[src/rtl/bcd_pkg.sv]
// Shared constants and types for the serial BCD collector and its 7-segment decoder.
package bcd_pkg;

    localparam int DIGIT_W = 4;
    localparam logic [DIGIT_W-1:0] BCD_MAX = 4'd9;

    // Segment patterns are {g,f,e,d,c,b,a}, active-high; blank is all segments off.
    localparam logic [6:0] SEG_BLANK = 7'h00;
    localparam logic [6:0] SEG_0 = 7'h3F;
    localparam logic [6:0] SEG_1 = 7'h06;
    localparam logic [6:0] SEG_2 = 7'h5B;
    localparam logic [6:0] SEG_3 = 7'h4F;
    localparam logic [6:0] SEG_4 = 7'h66;
    localparam logic [6:0] SEG_5 = 7'h6D;
    localparam logic [6:0] SEG_6 = 7'h7D;
    localparam logic [6:0] SEG_7 = 7'h07;
    localparam logic [6:0] SEG_8 = 7'h7F;
    localparam logic [6:0] SEG_9 = 7'h6F;

    // Bit position within the current digit; S3 is the capture slot.
    typedef enum logic [1:0] {
        S0 = 2'd0,
        S1 = 2'd1,
        S2 = 2'd2,
        S3 = 2'd3
    } bit_state_t;

endpackage

[src/rtl/bcd_to_7seg.sv]
// Combinational BCD to 7-segment decoder; non-decimal codes show blank.
module bcd_to_7seg
    import bcd_pkg::*;
(
    input  logic [3:0] bcd,
    output logic [6:0] seg
);

    // Map each decimal value to its active-high segment pattern.
    always_comb begin
        seg = SEG_BLANK;
        case (bcd)
            4'd0:    seg = SEG_0;
            4'd1:    seg = SEG_1;
            4'd2:    seg = SEG_2;
            4'd3:    seg = SEG_3;
            4'd4:    seg = SEG_4;
            4'd5:    seg = SEG_5;
            4'd6:    seg = SEG_6;
            4'd7:    seg = SEG_7;
            4'd8:    seg = SEG_8;
            4'd9:    seg = SEG_9;
            default: seg = SEG_BLANK;
        endcase
    end

endmodule

[src/rtl/bcd_serial_collector.sv]
// Deserialises an LSB-first serial BCD stream into digits, validates them,
// keeps a history of recent valid digits and drives a 7-segment pattern.
// Digit framing is purely reset-aligned: the first edge after reset is bit 0.
module bcd_serial_collector
    import bcd_pkg::*;
#(
    parameter int NDIG           = 4,
    parameter bit SEG_ACTIVE_LOW = 1'b0
)(
    input  logic                       Clk,
    input  logic                       Rst,
    input  logic                       Z,
    output logic                       DigitValid,
    output logic                       DigitErr,
    output logic [3:0]                 Digit,
    output logic [4*NDIG-1:0]          History,
    output logic [$clog2(NDIG+1)-1:0]  Count,
    output logic [7:0]                 ErrCount,
    output logic [6:0]                 Seg
);

    localparam int CW = $clog2(NDIG + 1);
    localparam logic [CW-1:0] COUNT_MAX = CW'(NDIG);
    localparam logic [6:0] SEG_MASK = SEG_ACTIVE_LOW ? 7'h7F : 7'h00;

    bit_state_t        bit_state;
    logic [2:0]        sh;
    logic [3:0]        captured;
    logic [4*NDIG-1:0] hist_shift;
    logic [6:0]        seg_raw;

    assign captured = {Z, sh};

    bcd_to_7seg u_dec (
        .bcd (captured),
        .seg (seg_raw)
    );

    // Next history value: age every nibble by one slot and insert the new digit at the bottom.
    always_comb begin
        hist_shift = History << DIGIT_W;
        hist_shift[DIGIT_W-1:0] = captured;
    end

    // Bit-counter FSM with capture, history, counters and registered segment output.
    always_ff @(posedge Clk or negedge Rst) begin
        if (!Rst) begin
            bit_state  <= S0;
            sh         <= '0;
            Digit      <= '0;
            History    <= '0;
            Count      <= '0;
            ErrCount   <= '0;
            DigitValid <= 1'b0;
            DigitErr   <= 1'b0;
            Seg        <= SEG_BLANK ^ SEG_MASK;
        end else begin
            DigitValid <= 1'b0;
            DigitErr   <= 1'b0;
            case (bit_state)
                S0: begin
                    sh[0]     <= Z;
                    bit_state <= S1;
                end
                S1: begin
                    sh[1]     <= Z;
                    bit_state <= S2;
                end
                S2: begin
                    sh[2]     <= Z;
                    bit_state <= S3;
                end
                S3: begin
                    bit_state <= S0;
                    Digit     <= captured;
                    if (captured <= BCD_MAX) begin
                        DigitValid <= 1'b1;
                        History    <= hist_shift;
                        Seg        <= seg_raw ^ SEG_MASK;
                        if (Count != COUNT_MAX) begin
                            Count <= Count + 1'b1;
                        end
                    end else begin
                        DigitErr <= 1'b1;
                        if (ErrCount != 8'hFF) begin
                            ErrCount <= ErrCount + 1'b1;
                        end
                    end
                end
            endcase
        end
    end

endmodule

[config.mk]
export PLATFORM = sky130hd
export DESIGN_NAME = bcd_serial_collector
export DESIGN_NICKNAME = d
export VERILOG_FILES = /design/src/rtl/bcd_pkg.sv /design/src/rtl/bcd_to_7seg.sv /design/src/rtl/bcd_serial_collector.sv
export SDC_FILE = /design/constraint.sdc
export NUM_CORES = 1
export LEC_CHECK = 0
export CORE_MARGIN = 2
export CORE_UTILIZATION = 35
export DETAILED_ROUTE_END_ITERATION = 10
export HOLD_SLACK_MARGIN = 0.05
export PLACE_DENSITY = 0.61
export SETUP_SLACK_MARGIN = 0.1
export SLEW_MARGIN = 10
export SYNTH_ARGS = -nofsm -noshare
export SYNTH_HDL_FRONTEND = slang
export SYNTH_HIERARCHICAL = 1
export SYNTH_SLANG_ARGS = --single-unit
export TNS_END_PERCENT = 5
[constraint.sdc]
create_clock -name Clk -period 3.6 [get_ports Clk]
set_clock_uncertainty 0.05 [all_clocks]
set_input_delay 0.72 -clock Clk [delete_from_list [all_inputs] [get_ports Clk]]
set_output_delay 0.72 -clock Clk [all_outputs]
set_load 0.01 [all_outputs]
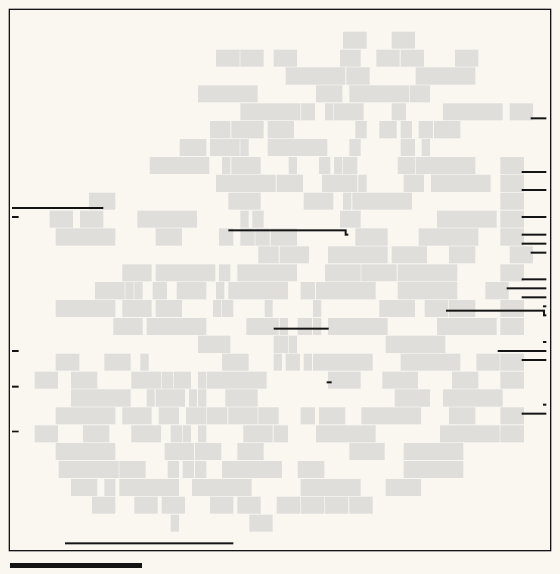
Fig. 1. M3 wires.
Bar = 20 µm. Cells faint in the background.
The layer carries 133 µm of wire. 24 nets have wire on it. The layer holds 3.6% of the routed length.
Vias: 1370
final wirelength: 3730 µm

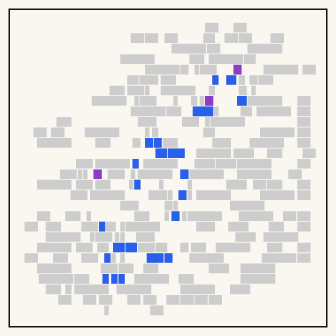
Fig. 2. Gate-type map.
Key: AND and OR gates = purple [cells 3]; inverting AOI/OAI gates = blue [cells 22]

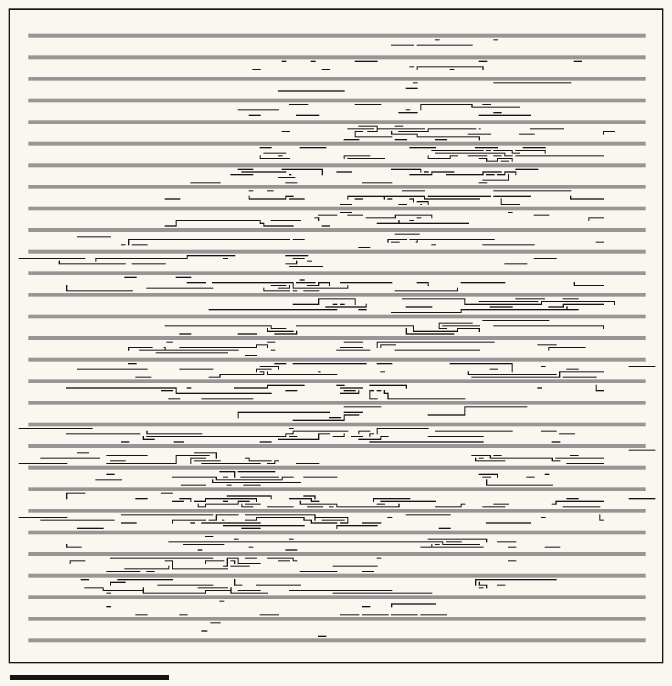
Fig. 3. Signal wires on met1.
Bar = 20 µm. Supply wires on this layer in grey.
The wires run mostly horizontal. 187 nets have wire on it.

==> Slide: Implementation Results <==
Key Metrics from the Run

Worst setup path
  – Critical Path Max Stage Delay: roughly 0.8 ns
  – R2R setup slack: 1.62 ns
  – Crit path DRT: 3.72 ns
  – CP bufs+invs: 1
  – Crit. Startpoint: Z

Timing
  – Fin crit share: 0.645
  – Post-Route Setup TNS: 0 ns
  – Slew Limit Headroom: 0.345
  – Final hold vios: 0

Power and ir drop
  – Net switching power: 0.000375 W
  – P_comb: 0.000361 W
  – Leakage: 1.21 nW

Synthesis
  – Yosys Instances: between 150 and 200
  – Syn nets: between 150 and 200
  – Top post-synthesis cells by count: 45 x dfrtp_1, 19 x mux2_2, 14 x ha_1
  – Seq/Total Area, Yosys: 0.527
  – Top cell area share: 0.527
  – Post-Syn Area per Cell: 12.9 µm²
  – Main area contributors: dfrtp_1 53%, mux2_2 10%, ha_1 8.2%
  – Ys Warns: 6
  – And+or+nand+nor area frac: 0.0750

Layout
  – Non-Clock Buffer Count: 42
  – Finished Cell Area: 2710 µm²
  – Area of the multi-input gates: between 900 and 1000 µm²
  – Non-CTS inverters: 14
  – Comb gates: around 100
  – Core Util, Final: 0.457
  – Biggest register: History
  – Sequential share of cell area: 0.416
  – # clk buffers: 7
  – Clock network area share: 0.0319
  – Flop area: ~1100 µm²
  – Max reg flops: 16

Placement
  – Placed insts: 279

GRT
  – Gr busiest metal: met2
  – GR Util All Layers: 0.122
  – Number of global-route vias before repair: ~1300
  – First-pass GRT wire length: 6240 µm
  – Antenna violations before repair: 0
  – GR met1 Demand/Resource: 0.166

CTS
  – H-tree levels: 2
  – Clock Sinks: roughly 45
  – Late-Pin Clk Latency: 0.29 ns
  – Clock transition at path regs: around 0.080 ns

Run status
  – Status: finished, final reports clean

Drt
  – Routed WL per cell: about 13 µm
  – Drt drc: 0
  – Met2 wire len: 1730 µm

Floorplan
  – # Taps: 75
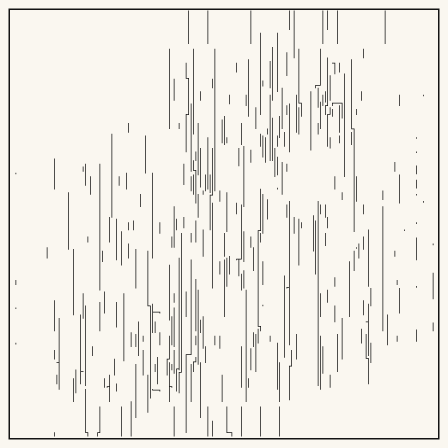
Fig. 4. Metal 2.
The wires run mostly vertical. The layer carries 1730 µm of wire.

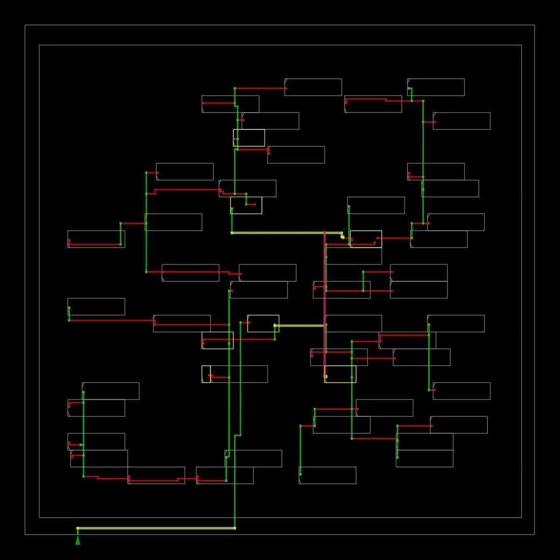
Fig. 5. Clock routing.
Clock net power: 0.000308 W
seq_cells: 45
CTS Buf Count: 5

Power figures rest on the tool's default switching activity, not on a simulated workload.
